run_1/layer_met1.png
Bar = 20 um. Cells faint in the background.
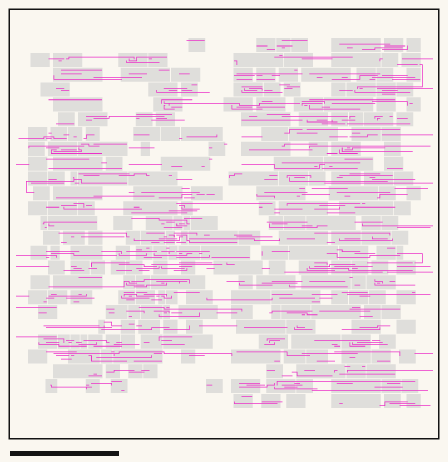
run_1/layer_met2.png
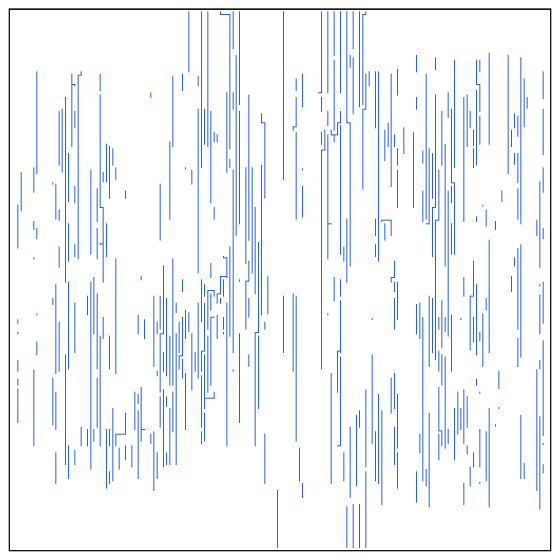
run_1/layer_met3.png
Bar = 20 um.
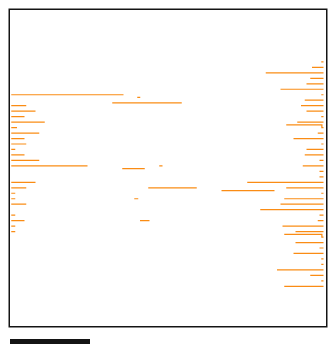
$ cat config.mk
export PLATFORM = sky130hd
export DESIGN_NAME = one_hot_demux_pkt
export DESIGN_NICKNAME = d
export VERILOG_FILES = /design/src/rtl/one_hot_demux_pkt_pkg.sv /design/src/rtl/one_hot_demux_pkt_one_hot_chk.sv /design/src/rtl/one_hot_demux_pkt.sv
export SDC_FILE = /design/constraint.sdc
export NUM_CORES = 1
export LEC_CHECK = 0
export CAP_MARGIN = 30
export CORE_MARGIN = 3
export CORE_UTILIZATION = 38
export CTS_CLUSTER_SIZE = 20
export DETAILED_ROUTE_END_ITERATION = 16
export GPL_ROUTABILITY_DRIVEN = 0
export PLACE_DENSITY = 0.72
export SETUP_SLACK_MARGIN = 0.4
export SYNTH_ARGS = -nofsm -noshare
export SYNTH_HDL_FRONTEND = slang
export SYNTH_SLANG_ARGS = --single-unit
$ cat constraint.sdc
create_clock -name clk_i -period 1.73 [get_ports clk_i]
set_input_delay 0.2595 -clock clk_i [delete_from_list [all_inputs] [get_ports clk_i]]
set_output_delay 0.2595 -clock clk_i [all_outputs]
set_load 0.005 [all_outputs]
$ cat src/rtl/one_hot_demux_pkt_pkg.sv
// Shared types and helpers for the one-hot packet demultiplexer.
package one_hot_demux_pkt_pkg;

   typedef enum logic [1:0] {
      IDLE = 2'd0,
      FWD  = 2'd1,
      DROP = 2'd2
   } state_t;

   // Width of the empty-byte field; never narrower than one bit.
   function automatic int calc_empty_w(input int data_w);
      int w;
      w = $clog2(data_w / 8);
      return (w < 1) ? 1 : w;
   endfunction

endpackage

$ cat src/rtl/one_hot_demux_pkt_one_hot_chk.sv
// Combinational check that a vector has exactly one bit set.
module one_hot_chk #(
   parameter int W = 2
) (
   input  logic [W-1:0] vec,
   output logic         is_one_hot
);

   assign is_one_hot = (vec != '0) && ((vec & (vec - 1'b1)) == '0);

endmodule

$ cat src/rtl/one_hot_demux_pkt.sv
// Packet-stream demux: one ST input steered to one of OUTPUT_CNT outputs by a one-hot select.
// Optional drop counter enabled by ONE_HOT_DEMUX_PKT_DROP_CNT_EN.
module one_hot_demux_pkt
   import one_hot_demux_pkt_pkg::*;
#(
   parameter  int OUTPUT_CNT = 2,
   parameter  int DATA_W     = 32,
   localparam int EMPTY_W    = calc_empty_w(DATA_W)
) (
   input  logic                  clk_i,
   input  logic                  rst_i,
   input  logic [OUTPUT_CNT-1:0] sel_one_hot_i,
   input  logic [DATA_W-1:0]     in_data_i,
   input  logic                  in_sop_i,
   input  logic                  in_eop_i,
   input  logic [EMPTY_W-1:0]    in_empty_i,
   input  logic                  in_valid_i,
   output logic                  in_ready_o,
   output logic [DATA_W-1:0]     out_data_o,
   output logic                  out_sop_o,
   output logic                  out_eop_o,
   output logic [EMPTY_W-1:0]    out_empty_o,
   output logic [OUTPUT_CNT-1:0] out_valid_o,
   input  logic [OUTPUT_CNT-1:0] out_ready_i,
   output logic                  sel_err_o,
`ifdef ONE_HOT_DEMUX_PKT_DROP_CNT_EN
   output logic [31:0]           drop_cnt_o,
`endif
   output logic                  pkt_err_o
);

   state_t                  state;
   logic [OUTPUT_CNT-1:0]   dest_q;
   logic [OUTPUT_CNT-1:0]   fwd_dest;
   logic                    sel_ok;
   logic                    reg_full;
   logic                    drain;
   logic                    drop_ok;
   logic                    accept;
   logic                    fwd_beat;
   logic                    drop_pkt;

   one_hot_chk #(.W(OUTPUT_CNT)) u_sel_chk (
      .vec        (sel_one_hot_i),
      .is_one_hot (sel_ok)
   );

   assign reg_full = |out_valid_o;
   // The held beat's own valid bit names its port, so only that ready can drain it.
   assign drain    = |(out_valid_o & out_ready_i);
   // A DROP-state SOP that starts a good packet needs register room like any forwarded beat.
   assign drop_ok  = (state == DROP) && !(in_sop_i && sel_ok);
   assign in_ready_o = drop_ok || !reg_full || drain;

   assign accept   = in_valid_i && in_ready_o;
   assign fwd_beat = accept && (in_sop_i ? sel_ok : (state == FWD));
   assign drop_pkt = accept && in_sop_i && !sel_ok;
   assign fwd_dest = in_sop_i ? sel_one_hot_i : dest_q;

   always_ff @(posedge clk_i or posedge rst_i) begin
      if (rst_i) begin
         state       <= IDLE;
         dest_q      <= '0;
         out_valid_o <= '0;
         out_data_o  <= '0;
         out_sop_o   <= 1'b0;
         out_eop_o   <= 1'b0;
         out_empty_o <= '0;
         sel_err_o   <= 1'b0;
         pkt_err_o   <= 1'b0;
      end else begin
         sel_err_o <= 1'b0;
         pkt_err_o <= 1'b0;

         if (fwd_beat) begin
            out_valid_o <= fwd_dest;
            out_data_o  <= in_data_i;
            out_sop_o   <= in_sop_i;
            out_eop_o   <= in_eop_i;
            out_empty_o <= in_empty_i;
         end else if (drain) begin
            out_valid_o <= '0;
         end

         if (accept) begin
            if (in_sop_i) begin
               // A SOP outside IDLE leaves the previous packet unterminated.
               if (state != IDLE) pkt_err_o <= 1'b1;
               if (sel_ok) begin
                  dest_q <= sel_one_hot_i;
                  state  <= in_eop_i ? IDLE : FWD;
               end else begin
                  sel_err_o <= 1'b1;
                  state     <= in_eop_i ? IDLE : DROP;
               end
            end else if (state == IDLE) begin
               pkt_err_o <= 1'b1;
            end else if (in_eop_i) begin
               state <= IDLE;
            end
         end
      end
   end

`ifdef ONE_HOT_DEMUX_PKT_DROP_CNT_EN
   always_ff @(posedge clk_i or posedge rst_i) begin
      if (rst_i)
         drop_cnt_o <= '0;
      else if (drop_pkt && (drop_cnt_o != 32'hFFFF_FFFF))
         drop_cnt_o <= drop_cnt_o + 32'd1;
   end
`else
   logic unused_drop;
   assign unused_drop = drop_pkt;
`endif

endmodule
==> summary.txt, run 1 <==
Physical implementation

The number of detailed-routing iterations run before antenna repair is 4. In this run the maximum-capacitance check reported violations numbering 0. The power group with the largest share is combinational cells. The TritonCTS sink count is 44. The total instance count after detailed placement is 292. The initial core utilization is 40.7%. The clock tree buffer depth is 2.

The die span in x is 78.5 um. The number of filler cells placed in the layout is 355. Per the detail_route log, met3 wirelength is 378 um.

The layer carrying the most global-route usage is met2. The die area is 0.00616 mm^2. According to the I/O placement log, the pin count is 84. Measured on the final layout, the clock distribution area share stands at 2.60%. The initial antenna violation count came to 0. The flow ran to the end, and the final reports show no timing, DRC or antenna violations. The worst setup path is captured at a register.

The total cell area at the placement stage is 0.00302 mm^2. OpenROAD emitted warnings numbering 29. The power attributed to sequential cells is 0.00178 W.

The share of total power dissipated in combinational logic is 49.4%. The CTS report gives the tree buffer count as 5. The number of antenna diodes in the final layout is 0. The final routed wire length divided by cell count is 16.9 um.

The final critical path takes up 99.6% of the cycle. TritonRoute reported its final design rule violation total as 0. The largest vdd supply drop is 0.701 mV. Once detail routing completed, the nets flagged for antenna violations numbered 0.

After Yosys synthesis, and, or, nand and nor cells account for 7.70% of the synthesized area. The met2 track demand over resource is 31.0%. In the final layout, the share of cells above drive strength 1 is 40.0%. The cell count along the critical path is 7.

The synth_stat.txt file lists the number of cells as 127. The first global-routing pass estimated 8710 um of wire. The post-cts hold buffer count is 0.
-- layer_met1.png (at the start) --
wire length on this layer: 2350 um
share of all routed wire: 43%
longest straight run: 25.3 um
final routed wirelength across all metal layers: 5440 um
vias after detailed routing: 1518
routing usage on met1: 22.9%

-- layer_met2.png (at the start) --
nets with wire on the layer: 282
main direction: vertical

-- layer_met3.png (at the start) --
main direction: horizontal
nets with wire on the layer: 67
longest straight run: 27.6 um
share of all routed wire: 7.0%
wire length on this layer: 378 um
GRT met3 Usage: 5.16%

run 1: cells in the mapped netlist (all sizes together):
cell type,number,area (um^2)
a32oi,1,27.5
xor2,1,16.3
and2,3,20.0
nand4,1,6.26
o32ai,1,8.76
nand3,1,5.00
nor3,1,5.00
inv,4,15.0
o21bai,1,7.51
and3b,3,27.5
nand3b,1,7.51
nor2,4,31.3
o21ai,5,25.0
ha,1,12.5
dfrtp,44,1100
buf,5,70.1
nand2b,3,18.8
o211ai,1,7.51
nand4b,1,8.76
and3,1,6.26
nand2,3,11.3
o31ai,1,7.51
mux2,37,526
or2,1,6.26
mux2i,2,20.0
==> run 2, diff against run 1 <==
--- a/config.mk
+++ b/config.mk
@@ -5,7 +5,7 @@
 export SDC_FILE = /design/constraint.sdc
 export NUM_CORES = 1
 export LEC_CHECK = 0
-export CAP_MARGIN = 30
+export CAP_MARGIN = 20
 export CORE_MARGIN = 3
 export CORE_UTILIZATION = 38
 export CTS_CLUSTER_SIZE = 20
==> run 2 against run 1 <==
Against the previous run: final cell count did not move; die area unchanged; synthesized area did not move; clock power about the same; power unchanged; worst hold slack is the same; cell area is the same; clock-buffer cell count is the same; register-to-register slack barely moved; critical path type unchanged; critical endpoint unchanged.
==> summary.txt, run 2 <==
Physical implementation

The run finished with clean final reports. The number of pins with negative max-slew slack in the final report is 0. In this run the static leakage power is 1.61 nW. The prevailing post-synth register cell is sky130_fd_sc_hd__dfrtp_1. The number of OpenROAD warnings is 29 (unchanged).

The most used standard cell by instance count after synthesis is sky130_fd_sc_hd__dfrtp_1. Per the layout area report, the register area comes to 0.00110 mm^2. The total instance count after detailed placement was 292 (unchanged). The post-cts hold buffer count is 0 (unchanged). The number of diodes came to 0 (unchanged). The met3 wire length is 378 um (unchanged).

Ranked by total cell area, the synthesized netlist is headed by sky130_fd_sc_hd__dfrtp_1, sky130_fd_sc_hd__mux2_4, sky130_fd_sc_hd__mux2_2. The endpoint type of the worst setup path is a register. The initial core utilization is 40.7% (unchanged).

In the per-layer breakdown of the detailed-route log, met1 shows 2350 um. The area of the multi-input gates is 890 um^2. The combinational gate count is 74. Per the repair_timing log after CTS, setup buffers inserted total 16. The initial antenna violation count was 0 (unchanged).

The fraction of registers with async set or reset after synthesis is 100% (unchanged). The area share of the leading cell type in the synthesized netlist is 55.1% (unchanged). The main combinational cell family by area after synthesis is multiplexers. The fraction of area in clock buffers and inverters is 2.60% (unchanged). The count of cell types in the netlist is 30. The fraction of final layout cells with drive strength greater than 1 is 40.0% (unchanged).

The final routed wire length divided by cell count is 16.9 um (unchanged). The first-pass GRT wire length is 8710 um (unchanged). The dominant power group in this design is combinational cells. The root buffer cell chosen for the clock tree is sky130_fd_sc_hd__clkbuf_8. The global-route met3 utilization came to 5.16% (unchanged). The power share of the combinational group was 49.4% (about the same). Per the synthesis report, the XOR/XNOR share of the synthesized area is 0.814%. The number of filler cells placed in the layout was 355 (unchanged).

The DRC violations left was 0 (unchanged). The cell count in the Yosys report is 127 (unchanged). The top-level port count is 84 (unchanged).

The violation count after the first detailed-routing iteration is 45. The detailed-placement wirelength estimate is 3690 um. The via count is 1518 (unchanged). At the placement stage, the worst setup path has a slack of -484 ps.

The synthesis run shows the most used standard cells to be sky130_fd_sc_hd__dfrtp_1, sky130_fd_sc_hd__mux2_4, sky130_fd_sc_hd__mux2_2, sky130_fd_sc_hd__o21ai_0, sky130_fd_sc_hd__inv_1. Sorting the Yosys area breakdown by cell type puts at the top sky130_fd_sc_hd__dfrtp_1. The area fraction in and, or, nand and nor cells after synthesis was 7.70% (unchanged). The largest vdd supply drop is 0.701 mV (unchanged). The post-route clock skew is 5.21 ps.

The number of detailed-routing iterations run before antenna repair came to 4 (unchanged). The post-route fraction of the period consumed by the critical path is 99.6% (unchanged). The power dissipated in the clock network is 0.000626 W.

The cell with the largest stage delay on the worst path is sky130_fd_sc_hd__dfrtp_1. The number of synthesized flops with an enable pin is 0 (unchanged). The sum of routed wire length over all layers is 5440 um (unchanged). The count of inverters other than clock inverters in the layout is 4. The AND-OR/OR-AND share of the synthesized area is 4.20%.

Per the GRT log, the top usage layer is met2. The antenna violation net count after detailed routing is 0 (unchanged). The die area was 0.00616 mm^2 (unchanged). For this run, the total global-route usage over all layers was measured as 18.3%. The power attributed to sequential cells is 0.00178 W (about the same). Per the layout area report, the combinational fraction of cell area is 26.4%.

The total of max-cap violations was 0 (unchanged). The die span in x was 78.5 um (unchanged). Total power normalized to cell area comes to 1410 mW/mm^2.

Post-synthesis, Yosys gives the total cell area as 0.00200 mm^2. The routing usage on met1 is 22.9% (unchanged). The total cell area at the placement stage is 0.00302 mm^2 (unchanged). According to the floorplan report, the placeable core area is 0.00491 mm^2.

The most common logic cells in the final layout are sky130_fd_sc_hd__dfrtp_1, sky130_fd_sc_hd__dlygate4sd2_1, sky130_fd_sc_hd__clkdlybuf4s50_1, sky130_fd_sc_hd__mux2_4, sky130_fd_sc_hd__buf_4. The critical path endpoint has a required time of 1910 ps. The clock tree buffer depth is 2 (unchanged).
[run 2: cell counts in the layout (fill, tap and decap cells not counted)]
Identical to the previous run, type by type.
[run 2: final timing paths]
kind                                             from                    endpoint  slack [ps]  cells past startpoint
setup / recovery           out_valid_o[1]$_DFFE_PP0P_  out_data_o[10]$_DFFE_PP0P_           8                      7
hold / removal                                  rst_i   out_data_o[2]$_DFFE_PP0P_         230                      2
setup reg to reg           out_valid_o[1]$_DFFE_PP0P_  out_data_o[10]$_DFFE_PP0P_           8                      7
hold reg to reg            out_data_o[16]$_DFFE_PP0P_  out_data_o[16]$_DFFE_PP0P_         510                      1
max in group asynchronous                       rst_i         sel_err_o$_DFF_PP0_         970                      3
min in group clk_i                   sel_one_hot_i[1]       dest_q[0]$_DFFE_PP0P_         410                      2
run_2/clocks.png
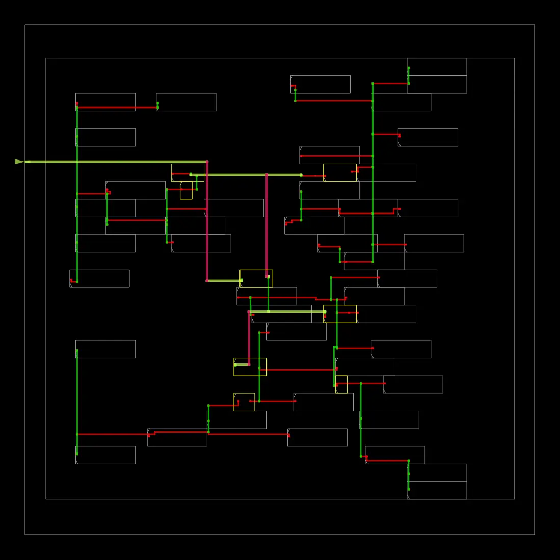
number of buffers created by CTS: 5
clock sink count: 44

run_2/layer_met2.png
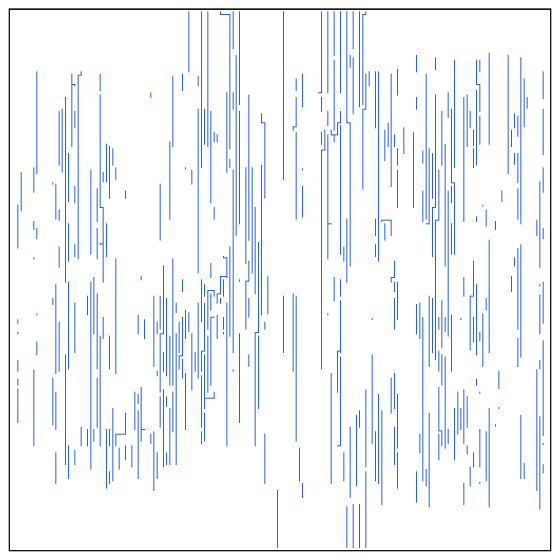
fraction of met2 tracks used by global routing: 31.0%

==> run 3, diff against run 2 <==
--- a/config.mk
+++ b/config.mk
@@ -13,6 +13,7 @@
 export GPL_ROUTABILITY_DRIVEN = 0
 export PLACE_DENSITY = 0.72
 export SETUP_SLACK_MARGIN = 0.4
+export SKIP_CTS_REPAIR_TIMING = 1
 export SYNTH_ARGS = -nofsm -noshare
 export SYNTH_HDL_FRONTEND = slang
 export SYNTH_SLANG_ARGS = --single-unit
==> run 3 against run 2 <==
Against the previous run: final cell count decreased by 0.62%; clock-buffer cell count unchanged; highest routed layer unchanged; wire length increased by 3.2%; clock skew increased by 0.76 ps; critical path depth decreased by 1; die area unchanged; power increased by 4.3%; largest cell class unchanged; combinational power increased by 8.5%.
==> summary.txt, run 3 <==
Physical implementation

The commonest cells after synthesis are sky130_fd_sc_hd__dfrtp_1, sky130_fd_sc_hd__mux2_4, sky130_fd_sc_hd__mux2_2, sky130_fd_sc_hd__o21ai_0, sky130_fd_sc_hd__inv_1. The largest vdd supply drop is 0.775 mV (+11%). In the layout the commonest cells are sky130_fd_sc_hd__dfrtp_1, sky130_fd_sc_hd__dlymetal6s2s_1, sky130_fd_sc_hd__clkdlybuf4s50_1, sky130_fd_sc_hd__mux2_4, sky130_fd_sc_hd__buf_4.

The AND-OR/OR-AND share of the synthesized area is 4.20% (unchanged). The prevailing post-synth register cell is sky130_fd_sc_hd__dfrtp_1. The most used standard cell by instance count after synthesis is sky130_fd_sc_hd__dfrtp_1. The number of buffers created by CTS is 5 (unchanged). The TritonCTS sink count is 44 (unchanged). For this floorplan the total number of well-tap instances is 67.

The antenna violation net count after detailed routing is 0 (unchanged). The gate count after technology mapping is 127. The post-route fraction of the period consumed by the critical path was 99.4% (-0.15 points).

The count of warnings emitted by yosys is 0. The total cell area at the placement stage is 0.00302 mm^2 (unchanged). The number of OpenROAD warnings is 28 (-3.4%).

The total of max-cap violations is 0 (unchanged). The total global-route track usage came to 16.3% (-2.0 points). The die span in x came to 78.5 um (unchanged). The number of pins with negative max-slew slack in the final report is 0 (unchanged). The violation count after the first detailed-routing iteration is 42 (-6.7%).

The post-synthesis xor/xnor area fraction came to 0.814% (unchanged). The fraction of area in multi-input gates came to 25.5% (-0.91 points). The cell count along the critical path is 6 (-1). The fraction of registers with async set or reset after synthesis is 100% (unchanged). The clock root buffer is sky130_fd_sc_hd__clkbuf_8. Following the worst setup path forward leads to its endpoint at out_data_o[13]$_DFFE_PP0P_. The adder-cell area share of the yosys netlist is 0.626%. The number of filler cells placed in the layout is 338 (-4.8%).

The combinational gate count is 74 (unchanged). In this run the critical register-to-register path is launched from out_valid_o[1]$_DFFE_PP0P_. The required time of the critical path was 1910 ps (about the same).

The count of cell types in the netlist is 30 (unchanged). The power density over the cells is 1420 mW/mm^2 (+0.85%). The count of inverters other than clock inverters in the layout came to 4 (unchanged).

Yosys attributes the largest share of cell area to sky130_fd_sc_hd__dfrtp_1, sky130_fd_sc_hd__mux2_4, sky130_fd_sc_hd__mux2_2. The start point of the critical path is out_valid_o[1]$_DFFE_PP0P_. The top achievable clock speed is 0.581 GHz. The detailed-placement wirelength estimate is 3690 um (unchanged).

The number of detailed-routing iterations run before antenna repair was 4 (unchanged). The synthesis run identifies the leading combinational cell family as multiplexers. Listed in order, past its start point the critical path passes or2_1, and3_4, buf_6, nor2_8, clkbuf_16, mux2_4. The internal reg-to-reg setup slack was 10 ps (about the same). The number of diodes came to 0 (unchanged).

The number of buffers and inverters on the critical path is 2. The kind of cell with the highest combined delay along the critical path is simple AND/OR/NAND/NOR gates. The post-route clock skew is 5.98 ps (+0.764 ps).

Per STA, the highest per-stage delay on the worst path measures 380 ps. The top-level port count is 84 (unchanged). The sequential cell area is 0.00110 mm^2 (unchanged).

The first-pass GRT wire length is 7790 um (-11%). The cell count in the Yosys report came to 127 (unchanged). The die area came to 0.00616 mm^2 (unchanged). The top cell type by total area after synthesis is sky130_fd_sc_hd__dfrtp_1.

The number of synthesized flops with an enable pin is 0 (unchanged). The DRC violations left came to 0 (unchanged). The critical register-to-register path endpoint is out_data_o[13]$_DFFE_PP0P_. The initial antenna violation count is 0 (unchanged). The timing report shows that the slowest cell on the worst path is sky130_fd_sc_hd__dfrtp_1. The leakage power summed over all cells is 1.96 nW (+22%).

The final timing report derives a shortest allowable period of 1720 ps. The count of cells along the worst register-to-register path is 6 (-1). STA classifies the critical path endpoint as a register. The flow ran to the end, and the final reports show no timing, DRC or antenna violations. The clock tree buffer depth is 2 (unchanged). The area of the multi-input gates is 888 um^2 (-0.14%). The placeable core region came to 0.00491 mm^2 (unchanged). The OpenROAD report gives the critical path a data arrival time of 1900 ps.

The yosys-reported design area after synthesis is 0.00200 mm^2 (unchanged). The fraction of area in clock buffers and inverters is 2.51% (-0.086 points). The total instance count after detailed placement was 292 (unchanged). The fraction of final layout cells with drive strength greater than 1 is 39.5% (-0.47 points). The initial core utilization is 40.7% (unchanged). The final routed wire length divided by cell count came to 17.5 um (+3.8%).

The area fraction in and, or, nand and nor cells after synthesis is 7.70% (unchanged). The area share of the leading cell type in the synthesized netlist is 55.1% (unchanged). The clock reaches the later pin of the worst-skew pair after 290 ps.
## run 3: cell counts after synthesis
Identical to the previous run, type by type.
## run 3: per-layer routing
layer	part of all wire, %	GRT usage, %	wire, um	vias up
li1	-	-	-	694
met1	44	20.0	2490	730
met2	48	27.4	2720	73
met3	6.2	5.16	348	6
met4	0.96	4.90	54	0
met5	0	0	0	-
## run 3: power breakdown
group | switching (W) | total [W] | internal (W)
registers | 0.000278 | 0.00179 | 0.00151
logic | 0.000788 | 0.00255 | 0.00176
clock network | 0.000344 | 0.000625 | 0.000281
## run 3: stage by stage
step / utilization, % / setup WS, ps
floorplan: - / 44.8
global placement: 61.5 / -453
detailed placement: 61.5 / -484
CTS: 63.2 / -503
global route: 71.0 / -33.9
finish: 71.0 / 10.2
run_3/layer_met3.png
Bar = 20 um.
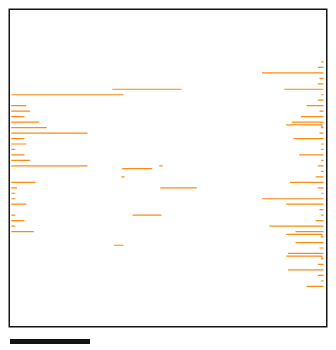
final routed wirelength across all metal layers: 5610 um
vias after detailed routing: 1503

run_3/layer_met2.png
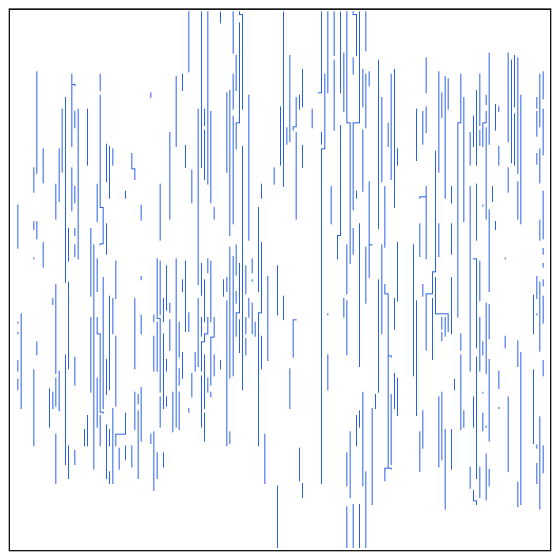
main direction: vertical
share of all routed wire: 48%
nets with wire on the layer: 280

Power figures rest on the tool's default switching activity, not on a simulated workload.
